[src/rtl/scarf_edge_gate_sequencer.sv]
// ---------------------------------------------------------------------------
// scarf_edge_gate_sequencer
//
// Drives the enables of the two GPIO edge counters through repeatable timed
// measurement windows. Each window runs:
//    ARM (1 cycle, enables low so the counters clear)
//    GATE (max(cfg_window,1) cycles, enables = latched channel mask)
//    SETTLE (SETTLE_CYCLES cycles, lets the counter pipeline drain)
//    CAPTURE (1 cycle, pushes {count_1, count_0} into the snapshot FIFO)
//    GAP (cfg_gap cycles, skipped when cfg_gap is 0)
// After the programmed number of windows, one DONE cycle pulses done.
//
// Parameters
//    SETTLE_CYCLES  cycles between gate close and capture (>= 1)
//    FIFO_DEPTH     snapshot FIFO entries (power of two, >= 2)
//
// Ports
//    clk, rst_sync       clock, synchronous active-high reset
//    start, abort        run control pulses (abort wins over start)
//    cfg_chan_en/window/gap/repeat   run configuration, latched at start
//    count_0, count_1    count values from the edge counters
//    counter_enable      enables to the edge counters (registered)
//    busy, done          run status; done pulses once on normal completion
//    window_idx          windows captured in the current run
//    fifo_rd             pop the head FIFO entry
//    fifo_rd_data        head entry {count_1, count_0}
//    fifo_rd_ts          head entry gate-entry timestamp (optional)
//    fifo_empty/full     FIFO status
//    overflow            sticky, a capture was dropped on a full FIFO
//
// Optional feature macro: EDGE_GATE_TIMESTAMP_EN
//    When defined, a free-running 32-bit cycle counter is sampled at every
//    GATE entry and stored alongside the counts; fifo_rd_ts presents it.
// ---------------------------------------------------------------------------
module scarf_edge_gate_sequencer #(
    parameter int SETTLE_CYCLES = 2,
    parameter int FIFO_DEPTH    = 4
) (
    input  logic        clk,
    input  logic        rst_sync,
    input  logic        start,
    input  logic        abort,
    input  logic [1:0]  cfg_chan_en,
    input  logic [31:0] cfg_window,
    input  logic [15:0] cfg_gap,
    input  logic [7:0]  cfg_repeat,
    input  logic [31:0] count_0,
    input  logic [31:0] count_1,
    output logic [1:0]  counter_enable,
    output logic        busy,
    output logic        done,
    output logic [7:0]  window_idx,
    input  logic        fifo_rd,
    output logic [63:0] fifo_rd_data,
`ifdef EDGE_GATE_TIMESTAMP_EN
    output logic [31:0] fifo_rd_ts,
`endif
    output logic        fifo_empty,
    output logic        fifo_full,
    output logic        overflow
);

    localparam int AW = $clog2(FIFO_DEPTH);
    localparam int SW = (SETTLE_CYCLES > 1) ? $clog2(SETTLE_CYCLES) : 1;
    localparam logic [SW-1:0] SETTLE_LOAD = SW'(SETTLE_CYCLES - 1);
`ifdef EDGE_GATE_TIMESTAMP_EN
    localparam int EW = 96;
`else
    localparam int EW = 64;
`endif

    typedef enum logic [2:0] {
        IDLE,
        ARM,
        GATE,
        SETTLE,
        CAPTURE,
        GAP,
        DONE
    } state_t;

    state_t        state;
    logic [1:0]    chan_en_q;
    logic [31:0]   window_q;
    logic [15:0]   gap_q;
    logic [7:0]    repeat_q;
    logic [31:0]   gate_cnt;
    logic [SW-1:0] settle_cnt;
    logic [15:0]   gap_cnt;

    logic          start_accept;
    logic          push_req;
    logic          last_window;

    logic [EW-1:0] mem [FIFO_DEPTH];
    logic [AW:0]   wr_ptr;
    logic [AW:0]   rd_ptr;
    logic [EW-1:0] head;
    logic [EW-1:0] push_entry;
    logic          pop;
    logic          do_push;

    // abort outranks start; a capture cut short by abort never pushes
    assign start_accept = (state == IDLE) && start && !abort;
    assign push_req     = (state == CAPTURE) && !abort;
    assign last_window  = (repeat_q != 8'd0) && ((window_idx + 8'd1) == repeat_q);

    // Sequencer FSM. Every output is registered and set on the same edge
    // that enters the state it belongs to, so it tracks the state exactly.
    always_ff @(posedge clk) begin
        if (rst_sync) begin
            state          <= IDLE;
            counter_enable <= 2'b00;
            busy           <= 1'b0;
            done           <= 1'b0;
            window_idx     <= 8'd0;
            chan_en_q      <= 2'b00;
            window_q       <= 32'd0;
            gap_q          <= 16'd0;
            repeat_q       <= 8'd0;
            gate_cnt       <= 32'd0;
            settle_cnt     <= '0;
            gap_cnt        <= 16'd0;
        end else if (abort) begin
            state          <= IDLE;
            counter_enable <= 2'b00;
            busy           <= 1'b0;
            done           <= 1'b0;
        end else begin
            case (state)
                IDLE: begin
                    done <= 1'b0;
                    if (start) begin
                        chan_en_q  <= cfg_chan_en;
                        window_q   <= cfg_window;
                        gap_q      <= cfg_gap;
                        repeat_q   <= cfg_repeat;
                        window_idx <= 8'd0;
                        busy       <= 1'b1;
                        state      <= ARM;
                    end
                end
                ARM: begin
                    // a zero window still gates for one cycle
                    gate_cnt       <= (window_q == 32'd0) ? 32'd0 : window_q - 32'd1;
                    counter_enable <= chan_en_q;
                    state          <= GATE;
                end
                GATE: begin
                    if (gate_cnt == 32'd0) begin
                        counter_enable <= 2'b00;
                        settle_cnt     <= SETTLE_LOAD;
                        state          <= SETTLE;
                    end else begin
                        gate_cnt <= gate_cnt - 32'd1;
                    end
                end
                SETTLE: begin
                    if (settle_cnt == '0) begin
                        state <= CAPTURE;
                    end else begin
                        settle_cnt <= settle_cnt - 1'b1;
                    end
                end
                CAPTURE: begin
                    window_idx <= window_idx + 8'd1;
                    if (last_window) begin
                        done  <= 1'b1;
                        state <= DONE;
                    end else if (gap_q == 16'd0) begin
                        state <= ARM;
                    end else begin
                        gap_cnt <= gap_q - 16'd1;
                        state   <= GAP;
                    end
                end
                GAP: begin
                    if (gap_cnt == 16'd0) begin
                        state <= ARM;
                    end else begin
                        gap_cnt <= gap_cnt - 16'd1;
                    end
                end
                DONE: begin
                    done  <= 1'b0;
                    busy  <= 1'b0;
                    state <= IDLE;
                end
                default: begin
                    counter_enable <= 2'b00;
                    busy           <= 1'b0;
                    done           <= 1'b0;
                    state          <= IDLE;
                end
            endcase
        end
    end

`ifdef EDGE_GATE_TIMESTAMP_EN
    logic [31:0] ts_count;
    logic [31:0] gate_ts;

    // Free-running timestamp; ARM captures the value the first GATE cycle sees
    always_ff @(posedge clk) begin
        if (rst_sync) begin
            ts_count <= 32'd0;
            gate_ts  <= 32'd0;
        end else begin
            ts_count <= ts_count + 32'd1;
            if ((state == ARM) && !abort) begin
                gate_ts <= ts_count + 32'd1;
            end
        end
    end

    assign push_entry = {gate_ts, count_1, count_0};
    assign fifo_rd_ts = head[95:64];
`else
    assign push_entry = {count_1, count_0};
`endif

    // Pointers carry one extra wrap bit to tell full from empty
    assign fifo_empty = (wr_ptr == rd_ptr);
    assign fifo_full  = (wr_ptr[AW] != rd_ptr[AW]) && (wr_ptr[AW-1:0] == rd_ptr[AW-1:0]);
    assign pop        = fifo_rd && !fifo_empty;
    // a pop in the same cycle frees the slot, so a full FIFO still accepts
    assign do_push    = push_req && (!fifo_full || pop);
    assign head       = mem[rd_ptr[AW-1:0]];
    assign fifo_rd_data = head[63:0];

    // Snapshot FIFO storage, pointers and sticky overflow. Storage is
    // cleared on reset so the head output reads 0 out of reset.
    always_ff @(posedge clk) begin
        if (rst_sync) begin
            wr_ptr   <= '0;
            rd_ptr   <= '0;
            overflow <= 1'b0;
            for (int i = 0; i < FIFO_DEPTH; i++) begin
                mem[i] <= '0;
            end
        end else begin
            if (start_accept) begin
                overflow <= 1'b0;
            end else if (push_req && fifo_full && !pop) begin
                overflow <= 1'b1;
            end
            if (do_push) begin
                mem[wr_ptr[AW-1:0]] <= push_entry;
                wr_ptr              <= wr_ptr + 1'b1;
            end
            if (pop) begin
                rd_ptr <= rd_ptr + 1'b1;
            end
        end
    end

endmodule
[config.mk]
export PLATFORM = sky130hd
export DESIGN_NAME = scarf_edge_gate_sequencer
export DESIGN_NICKNAME = d
export VERILOG_FILES = /design/src/rtl/scarf_edge_gate_sequencer.sv
export SDC_FILE = /design/constraint.sdc
export NUM_CORES = 1
export LEC_CHECK = 0
export CORE_AREA = 5 5 182 184
export DETAILED_ROUTE_END_ITERATION = 7
export DIE_AREA = 0 0 187 189
export PLACE_DENSITY_LB_ADDON = 0.2
export SLEW_MARGIN = 10
export SYNTH_ARGS = -nofsm -noshare
export SYNTH_HDL_FRONTEND = slang
export SYNTH_SLANG_ARGS = --single-unit
[constraint.sdc]
create_clock -name clk -period 12.1 [get_ports clk]
set_input_delay 2.42 -clock clk [delete_from_list [all_inputs] [get_ports clk]]
set_output_delay 2.42 -clock clk [all_outputs]
set_load 0.02 [all_outputs]
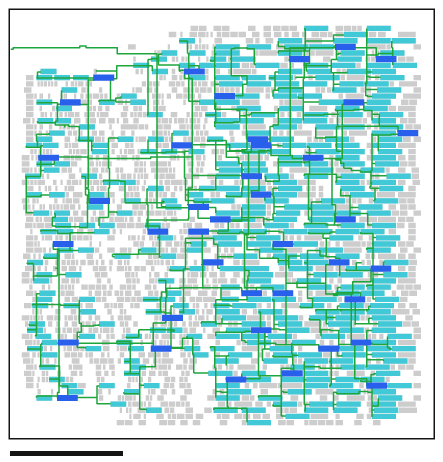
*Clock distribution*
The bar under the picture is 50 um long.
[flip-flops] cyan | count: 387
[clock wires] green | length: 4400 um
[cells driving clock nets] blue | count: 40
routed clock nets: 41
flops lie: widely spread
Clock power frac: 38.6%
Clock group: 1.14 mW
Setup Skew: 20.6 ps

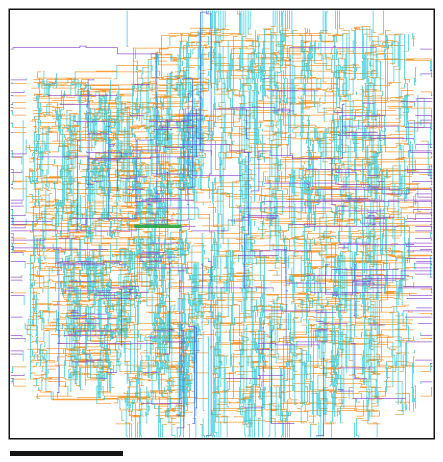
*Wiring by layer*
The bar under the picture is 50 um long.
| layer | colour | wire length |
|---|---|---|
| met3 | purple | 3130 um |
| met1 | orange | 17900 um |
| met4 | blue | 1390 um |
| met2 | cyan | 21.3 mm |
| met5 | green | 19.3 um |
detail-routed net length per standard cell: 19.7 um
final WL: 43700 um

==> flow_summary_export.csv <==
group,metric,value,unit
final_timing,fin_ws,6050,ps
route,drc,0,
die,fp_util,59.5,%
outcome,status,"completed",
layout,fin_util,70.7,%
global_routing,grt_pass1_wl,70300,um
layout,drive_gt1_share,9.12,%
final_timing,whs,463,ps
die,core_area,31200,um^2
placed_design,placed_cells,2141,
die,rows,65,
layout,nNetsFinal,1916,
critical_path,path_max_fanout,65,
critical_path,end_kind,"register",
final_timing,rsz0062_at_grt,"no",
power,finalPower,2.96,mW
placed_design,dpl-instance-area,20900,um^2
final_timing,slew_headroom,20.4,%
synthesis,muxShareOfSynthArea,8.36,%
final_timing,tns,0,ps
global_routing,grt_pass1_vias,13400,
synthesis,netlist_area,18600,um^2
final_timing,worst_pin_slew,1180,ps
route,vias_per_cell,6.11,
critical_path,crit_path_end,"mem[1][4]",
critical_path,crit_slowest_cell,"or2_4",
layout,syn_to_final_growth,18.8,%
final_timing,period_minus_slack,6050,ps
critical_path,cp-startpoint,"abort",
critical_path,critical_path_class,"input port to register",
synthesis,top_area_cell,"edfxtp_1",
synthesis,fp_nets,1767,
critical_path,arrival,6200,ps
synthesis,synth_warnings,0,
synthesis,synth.avg_cell_area,11.4,um^2
route,vias,13500,
global_routing,grt_overflow,0,
synthesis,xor_share,2.17,%
clock_tree,cts_max_level,2,
clock_tree,postCtsHoldBufs,0,
final_timing,setup_violations,0,
critical_path,r2r_start,"state[2]",
synthesis,synth.top_cell.area_share,41.4,%
power,ir_drop,0.109,mV
final_timing,fin_crit_sh,50.0,%
critical_path,ff2ff_path_depth,7,
synthesis,ys_types,78,
clock_tree,post_cts_buffers,0,
synthesis,yosys_area,18600,um^2
critical_path,path_cells,"clkdlybuf4s50_1 -> buf_4 -> inv_1 -> and2_1 -> o31ai_1 -> nand2b_1 -> nor3b_2 -> buf_4 -> or2_4",
job,log.warning_count,30,
final_timing,fmax,0.165,GHz
critical_path,r2r_slack,7910,ps
clock_tree,clock_tree.root_cell,"clkbuf_16",
critical_path,worstSetupStartpointType,"input port",
synthesis,ys_sh_simple,20.5,%
layout,fin_area,22100,um^2
placed_design,preCtsSetupSlack,5530,ps
clock_tree,cts_resized,0,
synthesis,common_cells,"263 x and2_1, 256 x edfxtp_1, 162 x nand2_1",
route,dr.first_iter.drc_count,1209,
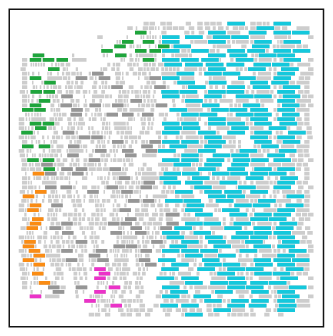
*Where the registers sit*
| netlist name | colour | placed flops |
|---|---|---|
| repeat_q | magenta | 8 |
| window_q | green | 32 |
| mem | cyan | 256 |
| gap_q | orange | 16 |
P_seq: 1.48 mW
Reg area: 10300 um^2

==> registers in the layout (all words and copies together) (netlist names), 8 cells and up, named ones only <==
register and cells:
window_q 32, gap_q 16, gap_cnt 16, gate_cnt 32, mem 256, repeat_q 8
window_idx 8
==> layout make-up <==
type,count,area [um^2],area share [%]
Clock buffer,51,1040,4.72
Sequential cell,387,10300,46.7
Inverter,17,63.8,0.289
Tap cell,402,503,2.28
Timing Repair Buffer,222,2180,9.87
Clock inverter,20,156,0.709
Antenna cell,4,10.0,0.0454
Multi-Input combinational cell,1113,7800,35.3
==> logic make-up (layout without fill, tap and decap cells) <==
logic type      count (synthesis)  count (layout)
xor+xnor                       46              46
flops                         387             387
compound gates                287             287
simple gates                  697             697
other cells                     0               4
buf+inv                       132             310
mux                            75              75
fa+ha+maj                       8               8
==> cells in the final DEF, fill, tap and decap left out, drive strengths merged, types with 51 or more instances in the layout <==
master | synthesis | layout
and2 | 263 | 263
edfxtp | 256 | 256
clkdlybuf4s50 | 0 | 204
nand2 | 162 | 162
dfxtp | 131 | 131
a21oi | 107 | 107
nor2 | 73 | 73
mux4 | 64 | 64
nor3 | 55 | 55
clkbuf | 94 | 51
==> how the worst min path moves through the flow <==
stage                       startpoint            to  slack [ps]  cells past startpoint
after global placement    chan_en_q[0]  chan_en_q[0]         450                      2
after floorplan           chan_en_q[0]  chan_en_q[0]         440                      2
after CTS                 chan_en_q[0]  chan_en_q[0]         460                      2
after global routing      chan_en_q[0]  chan_en_q[0]         500                      2
final                     chan_en_q[0]  chan_en_q[0]         460                      2
after detailed placement  chan_en_q[0]  chan_en_q[0]         450                      2
==> layer usage <==
metal	routed length (um)	share of wire, %	global-route usage, %
met5	19	0.043	0
met1	17900	41	32.1
met2	21300	49	40.4
met4	1390	3.2	8.02
met3	3130	7.2	4.74
==> power by group <==
part / total [mW] / internal (mW) / switching [mW]
logic: 0.342 / 0.143 / 0.199
clock network: 1.14 / 0.652 / 0.492
registers: 1.48 / 1.45 / 0.0269
==> critical path, delay by kind of cell <==
| family | cells | cell delay, ps |
|---|---|---|
| and+or+nand+nor | 4 | 1750 |
| buffers and inverters | 4 | 1600 |
| AOI/OAI and AO/OA | 1 | 320 |
Power is estimated from default activity; no workload was simulated.
